File: src/rtl/alu_seq.sv
// alu_seq: handshaked, registered ALU with Z/C/N/V status flags.
//
// Optional feature macro: ALU_MUL_EN
//   defined   -> op 111 is an unsigned shift-add multiplier taking WIDTH
//                iterations (one per cycle) in the MUL_BUSY state.
//   undefined -> no multiplier hardware; op 111 finishes in one cycle with
//                result=0, zero=1 and all other flags 0.
//
// Ports:
//   clk, rst             rising-edge clock, asynchronous active-high reset
//   in_valid / in_ready  operation handshake (a, b, alu_op)
//   a, b                 operands; shifts use b[SHW-1:0] as the amount
//   alu_op               000 ADD, 001 SUB, 010 AND, 011 OR, 100 XOR,
//                        101 SLL, 110 SRL, 111 MUL
//   out_valid / out_ready result handshake
//   result               registered result
//   zero, carry, negative, overflow  registered status flags
module alu_seq #(
  parameter int WIDTH = 8,
  parameter int SHW   = $clog2(WIDTH)
) (
  input  logic             clk,
  input  logic             rst,
  input  logic             in_valid,
  output logic             in_ready,
  input  logic [WIDTH-1:0] a,
  input  logic [WIDTH-1:0] b,
  input  logic [2:0]       alu_op,
  output logic             out_valid,
  input  logic             out_ready,
  output logic [WIDTH-1:0] result,
  output logic             zero,
  output logic             carry,
  output logic             negative,
  output logic             overflow
);

  localparam logic [2:0] OP_ADD = 3'b000;
  localparam logic [2:0] OP_SUB = 3'b001;
  localparam logic [2:0] OP_AND = 3'b010;
  localparam logic [2:0] OP_OR  = 3'b011;
  localparam logic [2:0] OP_XOR = 3'b100;
  localparam logic [2:0] OP_SLL = 3'b101;
  localparam logic [2:0] OP_SRL = 3'b110;

  typedef enum logic [1:0] {
    S_IDLE     = 2'd0,
`ifdef ALU_MUL_EN
    S_MUL_BUSY = 2'd2,
`endif
    S_DONE     = 2'd1
  } state_t;

  typedef struct packed {
    logic [WIDTH-1:0] res;
    logic             c;
    logic             v;
  } alu_res_t;

  // Single-cycle operations. Op 111 (and any unused encoding) yields all zeros.
  function automatic alu_res_t alu_compute(input logic [WIDTH-1:0] op_a,
                                           input logic [WIDTH-1:0] op_b,
                                           input logic [2:0]       op);
    logic [WIDTH:0]   wide;
    logic [SHW-1:0]   sh;
    alu_res_t         r;
    r    = '0;
    wide = '0;
    sh   = op_b[SHW-1:0];
    case (op)
      OP_ADD: begin
        wide  = {1'b0, op_a} + {1'b0, op_b};
        r.res = wide[WIDTH-1:0];
        r.c   = wide[WIDTH];
        r.v   = (op_a[WIDTH-1] == op_b[WIDTH-1]) && (wide[WIDTH-1] != op_a[WIDTH-1]);
      end
      OP_SUB: begin
        // Bit WIDTH of the extended difference is the unsigned borrow.
        wide  = {1'b0, op_a} - {1'b0, op_b};
        r.res = wide[WIDTH-1:0];
        r.c   = wide[WIDTH];
        r.v   = (op_a[WIDTH-1] != op_b[WIDTH-1]) && (wide[WIDTH-1] != op_a[WIDTH-1]);
      end
      OP_AND: r.res = op_a & op_b;
      OP_OR:  r.res = op_a | op_b;
      OP_XOR: r.res = op_a ^ op_b;
      OP_SLL: begin
        // One guard bit above the MSB catches the last bit shifted out.
        wide  = {1'b0, op_a} << sh;
        r.res = wide[WIDTH-1:0];
        r.c   = wide[WIDTH];
      end
      OP_SRL: begin
        // One guard bit below the LSB catches the last bit shifted out.
        wide  = {op_a, 1'b0} >> sh;
        r.res = wide[WIDTH:1];
        r.c   = wide[0];
      end
      default: r = '0;
    endcase
    return r;
  endfunction

  state_t           state_q;
  logic             out_valid_q;
  logic [WIDTH-1:0] result_q;
  logic             zero_q, carry_q, negative_q, overflow_q;
  alu_res_t         alu_r;

  assign alu_r = alu_compute(a, b, alu_op);

`ifdef ALU_MUL_EN
  localparam logic [2:0]     OP_MUL   = 3'b111;
  localparam logic [SHW-1:0] CNT_LAST = SHW'(WIDTH - 1);

  logic [2*WIDTH-1:0] mc_q, mc_d;   // multiplicand, shifted left each step
  logic [WIDTH-1:0]   mp_q, mp_d;   // multiplier, shifted right each step
  logic [2*WIDTH-1:0] acc_q, acc_d; // partial product
  logic [SHW-1:0]     cnt_q, cnt_d;

  always_comb begin
    acc_d = acc_q + (mp_q[0] ? mc_q : '0);
    mc_d  = mc_q << 1;
    mp_d  = mp_q >> 1;
    cnt_d = cnt_q + SHW'(1);
  end
`endif

  always_ff @(posedge clk or posedge rst) begin
    if (rst) begin
      state_q     <= S_IDLE;
      out_valid_q <= 1'b0;
      result_q    <= '0;
      zero_q      <= 1'b0;
      carry_q     <= 1'b0;
      negative_q  <= 1'b0;
      overflow_q  <= 1'b0;
`ifdef ALU_MUL_EN
      mc_q        <= '0;
      mp_q        <= '0;
      acc_q       <= '0;
      cnt_q       <= '0;
`endif
    end else begin
      case (state_q)
        S_IDLE: begin
          if (in_valid) begin
`ifdef ALU_MUL_EN
            if (alu_op == OP_MUL) begin
              mc_q    <= {{WIDTH{1'b0}}, a};
              mp_q    <= b;
              acc_q   <= '0;
              cnt_q   <= '0;
              state_q <= S_MUL_BUSY;
            end else
`endif
            begin
              result_q    <= alu_r.res;
              zero_q      <= (alu_r.res == '0);
              negative_q  <= alu_r.res[WIDTH-1];
              carry_q     <= alu_r.c;
              overflow_q  <= alu_r.v;
              out_valid_q <= 1'b1;
              state_q     <= S_DONE;
            end
          end
        end
`ifdef ALU_MUL_EN
        S_MUL_BUSY: begin
          mc_q  <= mc_d;
          mp_q  <= mp_d;
          acc_q <= acc_d;
          cnt_q <= cnt_d;
          // The last iteration's sum is registered directly as the result.
          if (cnt_q == CNT_LAST) begin
            result_q    <= acc_d[WIDTH-1:0];
            zero_q      <= (acc_d[WIDTH-1:0] == '0);
            negative_q  <= acc_d[WIDTH-1];
            carry_q     <= |acc_d[2*WIDTH-1:WIDTH];
            overflow_q  <= 1'b0;
            out_valid_q <= 1'b1;
            state_q     <= S_DONE;
          end
        end
`endif
        S_DONE: begin
          if (out_ready) begin
            out_valid_q <= 1'b0;
            state_q     <= S_IDLE;
          end
        end
        default: state_q <= S_IDLE;
      endcase
    end
  end

  assign in_ready  = (state_q == S_IDLE);
  assign out_valid = out_valid_q;
  assign result    = result_q;
  assign zero      = zero_q;
  assign carry     = carry_q;
  assign negative  = negative_q;
  assign overflow  = overflow_q;

endmodule

File: config.mk
export PLATFORM = sky130hd
export DESIGN_NAME = alu_seq
export DESIGN_NICKNAME = d
export VERILOG_FILES = /design/src/rtl/alu_seq.sv
export SDC_FILE = /design/constraint.sdc
export NUM_CORES = 1
export LEC_CHECK = 0
export CELL_PAD_IN_SITES_DETAIL_PLACEMENT = 1
export CELL_PAD_IN_SITES_GLOBAL_PLACEMENT = 2
export CORE_MARGIN = 10
export CORE_UTILIZATION = 34
export CTS_BUF_LIST = sky130_fd_sc_hd__clkbuf_8 sky130_fd_sc_hd__clkbuf_16
export CTS_CLUSTER_DIAMETER = 50
export DETAILED_ROUTE_END_ITERATION = 16
export HOLD_SLACK_MARGIN = 0.02
export PLACE_DENSITY_LB_ADDON = 0.1
export SLEW_MARGIN = 0
export SYNTH_ARGS = -nofsm -noshare
export SYNTH_HDL_FRONTEND = slang
export SYNTH_SLANG_ARGS = --single-unit
File: constraint.sdc
create_clock -name clk -period 3.8 [get_ports clk]
set_input_delay 0.38 -clock clk [delete_from_list [all_inputs] [get_ports clk]]
set_output_delay 0.38 -clock clk [all_outputs]
set_load 0.005 [all_outputs]
==> metrics.yaml, run 1 <==
clock_tree:
  clock_pin_slew_on_the_worst_setup_and_hold_paths_ps: 50
  clock_latency_ps: 230
  htree_num_levels: 1
  cts_tree: "done"
  cts_setup_buffers: 0
  ctsLongestPathBuffers: 2
  post_cts_hold_buffer_count: 0
  post_cts_resize_count: 0
logic_synthesis:
  synth-seq-cells: 12
  post-synth-top-count-cell: "sky130_fd_sc_hd__nand2_1"
  synth.cellmix.compoundShare_pct: 28.0
  synth.cellmix.xorXnorShare_pct: 2.72
  yosys-stat-area_um2: 2250
  top_area_cell: "sky130_fd_sc_hd__ha_1"
  synthDistinctLibCells: 64
  flop_cell: "sky130_fd_sc_hd__dfrtp_1"
  synthCells: 294
  netlist_area_um2: 2250
  synth_top_area_share_pct: 13.9
  post_synth_and_or_nand_nor_area_fraction_pct: 20.6
  synth_seq_share_pct: 13.3
route:
  first_iter_violations: 189
  drt_drc_violations_left: 0
  met2RoutedLength_um: 3690
  detail_route.wirelength.met1_um: 3770
placed_design:
  post_dp_cell_area_um2: 2690
  dp.cells: 400
  dp_hpwl_um: 6480
sta:
  timing.fmax_mhz: 335
  rsz0062_at_grt: "no"
  max_transition_margin_pct: 57.5
  finalHoldViolCount: 0
  tightestPinTransition_ps: 636
  timing.final.crit_share_pct: 78.6
  finalWorstSetupSlack_ps: 815
cells_and_area:
  area_growth_pct: 22.0
  final_common_cell: "sky130_fd_sc_hd__clkdlybuf4s50_1"
  max_ffs_per_register: 8
  most_frequently_placed_logic_cells_in_the_final_layout: "36 x sky130_fd_sc_hd__clkdlybuf4s50_1, 28 x sky130_fd_sc_hd__nand2_1, 25 x sky130_fd_sc_hd__ha_1, 24 x sky130_fd_sc_hd__inv_1"
  final_net_count: 378
  final-instance-count-excl-fill: 404
  fin_area_um2: 2750
grt:
  grt_max_degree: 26
  met2_usage_pct: 24.7
  met1_usage_pct: 21.1
  grt_pass1_wl_um: 12700
  grt_busiest_layer: "met2"
  globalRoute.totalOverflow: 0
  vias_in_the_first_global_route: 2323
  use_met3_pct: 1.97
run_status:
  status: "finished, final reports clean"
die:
  fp-row-count: 29
  top_level_i_o_count: 37
  fp.dieArea_um2: 10300
  die_height_um: 101
setup_path:
  timing.reg2reg.worst_path_depth: 7
  crit_path_start_kind: "primary input"
  slowest_stage: "sky130_fd_sc_hd__clkdlybuf4s50_1"
  worst_r2r_startpoint: "out_valid"
  path_cells: "clkdlybuf4s50_1 -> inv_1 -> ha_1 -> o21ai_0 -> o21ai_0 -> a21o_1 -> a21oi_1 -> nor3b_1 -> a311oi_1 -> o41ai_1"
  worst_setup_path_startpoint: "b[2]"
  reg2reg_to: "zero"
  worst_ep_required_time_ps: 3920
  reg2reg_setup_slack_ps: 1830
  cpMostUsedCell: "sky130_fd_sc_hd__o21ai_0"
  timing.critical_path.depth: 10
power_and_ir_drop:
  share_seq_of_total_power_pct: 24.7
  power_frac_clock_pct: 19.1
  power_per_cell_area_nw_per_um2: 252
  sw_frac_of_total_pct: 36.8
  comb_power_share_pct: 56.2
  worst_ir_drop_vdd_mv: 0.201
run:
  warning_total_across_the_stage_logs: 43
[run 1: layout make-up]
class / instances / area, um^2 / share of cell area (%)
clock buffers: 4 / 55.1 / 2.01
inverters: 25 / 93.8 / 3.42
multi-input cells: 239 / 1760 / 64.0
flip-flops and latches: 12 / 300 / 10.9
well taps: 77 / 96.3 / 3.51
repair buffers: 47 / 443 / 16.1
[run 1: power by group through the flow]
| stage | Clock, uW | Sequential (uW) | Combinational (uW) |
|---|---|---|---|
| 5_1_grt | 142 | 175 | 432 |
| 6_report | 133 | 171 | 389 |
| 3_5_place_dp | 0 | 174 | 391 |
| 4_1_cts | 137 | 172 | 393 |
| 2_1_floorplan | 0 | 177 | 215 |
| 3_3_place_gp | 0 | 172 | 389 |
Run 1, placement density heat map:
Scale: 4 px per um. The die is cut into 10 by 10 equal tiles; white is low, dark blue is high, 0 to 100% covered.
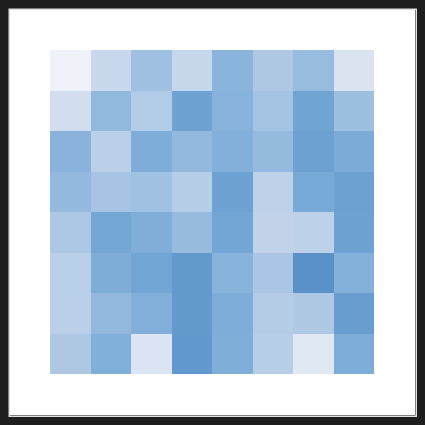
densest ninth of the die: middle
nearly empty tiles: 36%
mean over tiles: 26%
emptiest ninth of the die: top left
fullest tile: 60%
utilization of the core after routing: 43.0%
area of the core: 6390 um^2

Run 1, signal wires by layer:
Scale: 4 px per um.
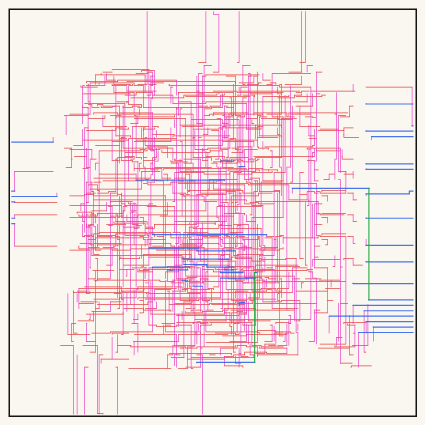
legend:
  red:
    layer: met1
    wire_length: 3770 um
  green:
    layer: met4
    wire_length: 50.3 um
  blue:
    layer: met3
    wire_length: 411 um
  magenta:
    layer: met2
    wire_length: 3690 um
routed len/inst: 19.6 um
wire length after detailed routing: 7930 um
number of vias after detailed routing: 2328
Overall Global Routing Usage: 15.3%

Run 1, PDN straps and rails:
Scale: 4 px per um. Pins as bars on the die edge. Tap cells in gray.
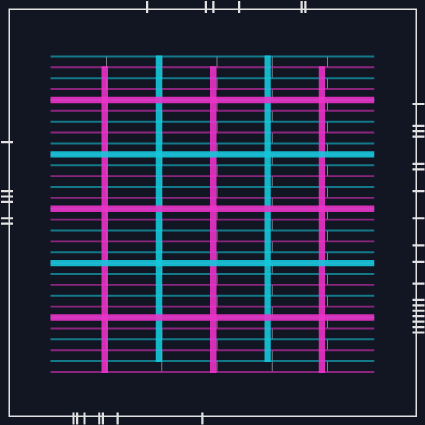
legend:
  cyan:
    net: VDD
  magenta:
    net: VSS
signal pins: 37
rows: 29
met5 straps: 5
met1 rails: 30
tap cells: 77

Run 1, clock routing:
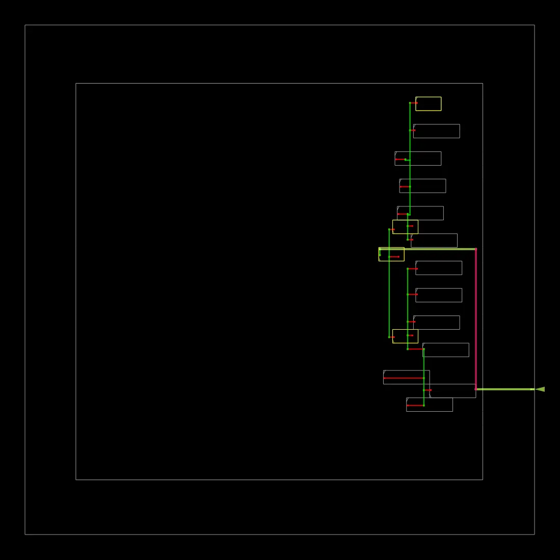

==> run 1 -> run 2 <==
--- a/config.mk
+++ b/config.mk
@@ -8,7 +8,7 @@
 export CELL_PAD_IN_SITES_DETAIL_PLACEMENT = 1
 export CELL_PAD_IN_SITES_GLOBAL_PLACEMENT = 2
 export CORE_MARGIN = 10
-export CORE_UTILIZATION = 34
+export CORE_UTILIZATION = 31
 export CTS_BUF_LIST = sky130_fd_sc_hd__clkbuf_8 sky130_fd_sc_hd__clkbuf_16
 export CTS_CLUSTER_DIAMETER = 50
 export DETAILED_ROUTE_END_ITERATION = 16
==> constraint.sdc (replaced) <==
create_clock -name clk -period 2.9 [get_ports clk]
set_input_delay 0.29 -clock clk [delete_from_list [all_inputs] [get_ports clk]]
set_output_delay 0.29 -clock clk [all_outputs]
set_load 0.005 [all_outputs]
Run 2, clock routing:
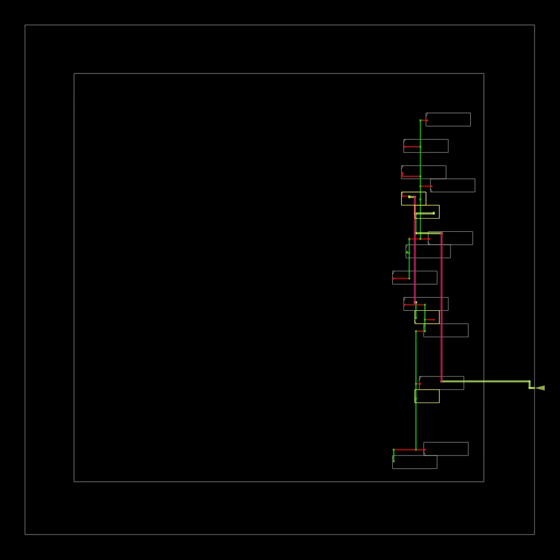
number of buffers created by CTS: 3
clock sinks: 12

Run 2, signal wires by layer:
Scale: 4 px per um.
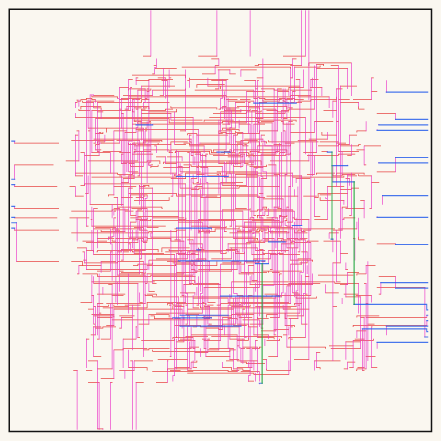
legend:
  red:
    layer: met1
    wire_length: 4000 um
  green:
    layer: met4
    wire_length: 82.3 um
  blue:
    layer: met3
    wire_length: 316 um
  magenta:
    layer: met2
    wire_length: 4050 um

Run 2, placement density heat map:
Scale: 4 px per um. The die is cut into 11 by 11 equal tiles; white is low, dark blue is high, 0 to 100% covered.
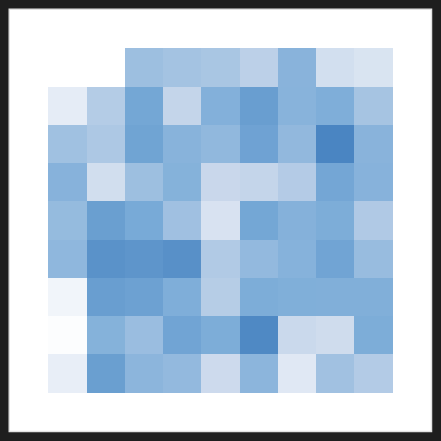
emptiest ninth of the die: top left
mean over tiles: 26%
fullest tile: 65%

==> run 2 against run 1 <==
Net effect:
- largest cell class unchanged
- wire length is 6.5% higher
- final area is 9.8% higher
- critical path type unchanged
- first-iteration DRC count is 4.8% higher
- utilization is 0.77 points lower
- count of clock-buffer cells in the layout stayed put
- die area is 7.7% higher
- sequential power is 32% higher
- cell count is 13% higher
- non-clock buffer count is 31 higher
==> metrics.yaml, run 2 <==
run_status:
  status: "finished, final reports clean"
sta:
  timing.fmax_mhz: 367
  tightestPinTransition_ps: 587
  finalWorstSetupSlack_ps: 179
  finalHoldViolCount: 0
  timing.final.crit_share_pct: 93.8
  post-route-min-period_ps: 2720
  max_transition_margin_pct: 60.8
cells_and_area:
  inv_count: 25
  largest_class: "combinational gates"
  final-instance-count-excl-fill: 457
  area_growth_pct: 33.9
  final_common_cell: "sky130_fd_sc_hd__buf_4"
  num_antenna_cells: 0
  area.sequential_um2: 300
  clkCellAreaFrac_pct: 1.83
  clockBufferCount: 4
  comb-cell-share_pct: 58.6
  most_frequently_placed_logic_cells_in_the_final_layout: "42 x sky130_fd_sc_hd__buf_4, 36 x sky130_fd_sc_hd__clkdlybuf4s50_1, 28 x sky130_fd_sc_hd__nand2_1, 25 x sky130_fd_sc_hd__ha_1, 24 x sky130_fd_sc_hd__inv_1"
  fin_area_um2: 3010
  buffers_outside_the_clock_class: 78
  max_ffs_per_register: 8
  area.share.sequential_pct: 9.97
  final_net_count: 409
  layout.buffer.nonclock.area_share_pct: 22.4
  finish.utilization_pct: 42.2
  design.seq.count: 12
  comb_area_um2: 1760
  multi_input_comb_cells: 239
logic_synthesis:
  synthDistinctLibCells: 64
  yosysWarningCount: 0
  yosys-stat-area_um2: 2250
  netlist_area_um2: 2250
  post_synth_and_or_nand_nor_area_fraction_pct: 20.6
  common_cells: "28 x sky130_fd_sc_hd__nand2_1, 25 x sky130_fd_sc_hd__ha_1, 24 x sky130_fd_sc_hd__inv_1"
  synth-seq-cells: 12
  synth.cellmix.compoundShare_pct: 28.0
  flop_cell: "sky130_fd_sc_hd__dfrtp_1"
  synthCells: 294
  top_area_cell: "sky130_fd_sc_hd__ha_1"
  synthesis.area_per_instance_um2: 7.66
  synth_seq_share_pct: 13.3
  adder_cell_area_share_of_the_yosys_netlist_pct: 15.7
  synth_top_area_share_pct: 13.9
  post-synth-top-count-cell: "sky130_fd_sc_hd__nand2_1"
  post_synth_main_logic_family: "AND-OR/OR-AND gates"
  synth.cellmix.xorXnorShare_pct: 2.72
die:
  fp.dieArea_um2: 11100
  floorplan.tapcells: 99
  fp-row-count: 31
  core_um2: 7140
  die_height_um: 105
  top_level_i_o_count: 37
  initial_utilization_pct: 31.5
clock_tree:
  post_cts_hold_buffer_count: 0
  clock_latency_ps: 240
  htree_num_levels: 1
  cts_setup_buffers: 0
  cts_tree: "done"
  clock_pin_slew_on_the_worst_setup_and_hold_paths_ps: 50
  post_cts_resize_count: 0
  ctsLongestPathBuffers: 2
setup_path:
  largest_incremental_delay_on_the_critical_path_ps: 480
  worst_ep_required_time_ps: 3020
  timing.critical_path.depth: 10
  critical_path_buf_inv_count: 2
  crit_path_start_kind: "primary input"
  worstSetupEndpointType: "register"
  worst_setup_path_startpoint: "b[1]"
  slowest_stage: "sky130_fd_sc_hd__clkdlybuf4s50_1"
  arrival_ps: 2840
  timing.reg2reg.worst_path_depth: 7
  timing.critical_path.max_delay_family: "AND-OR/OR-AND gates"
  path_cells: "clkdlybuf4s50_1 -> inv_1 -> ha_1 -> nor2_1 -> o311a_1 -> or4_1 -> a21oi_2 -> xnor2_1 -> o211ai_2 -> mux2_2"
  worst_r2r_startpoint: "out_valid"
route:
  wire_per_inst_um: 18.5
  drt_drc_violations_left: 0
  postRouteWirelength_um: 8450
  first_iter_violations: 198
  num_vias: 2512
grt:
  grt_max_degree: 26
  grt_pass1_wl_um: 13900
  vias_in_the_first_global_route: 2630
  globalRoute.totalOverflow: 0
  track_usage_pct: 14.9
run:
  warning_total_across_the_stage_logs: 43
hold_path:
  hold_class: "primary input to async pin"
placed_design:
  dp.cells: 453
  post_dp_cell_area_um2: 2950
  finalWeightedCongestion: 0.877
  dp_hpwl_um: 6970
  preCtsSetupSlack_ps: -80.7
power_and_ir_drop:
  worst_ir_drop_vdd_mv: 0.158
  power_per_cell_area_nw_per_um2: 319
-- run 2: report_power, final --
group | total, uW | leakage [uW] | switching (uW) | internal, uW
logic | 558 | 0.00113 | 274 | 284
registers | 226 | 0.000152 | 19.7 | 206
clock network | 178 | 0.0000288 | 58.4 | 120
-- run 2: final timing paths --
path,to,slack [ps]
min in group clk,result[3],480
hold reg to reg,result[3],480
setup / recovery,result[7],180
hold / removal,zero,380
max in group asynchronous,result[3],2210
setup reg to reg,zero,1200
-- run 2: routing by layer --
metal,routed length [um],GRT usage (%),up-vias
met5,0,0,-
met1,4000,19.7,1235
met4,82,3.92,0
met3,315,1.64,7
met2,4050,25.0,59
li1,-,-,1211
Power and IR drop assume default switching activity.
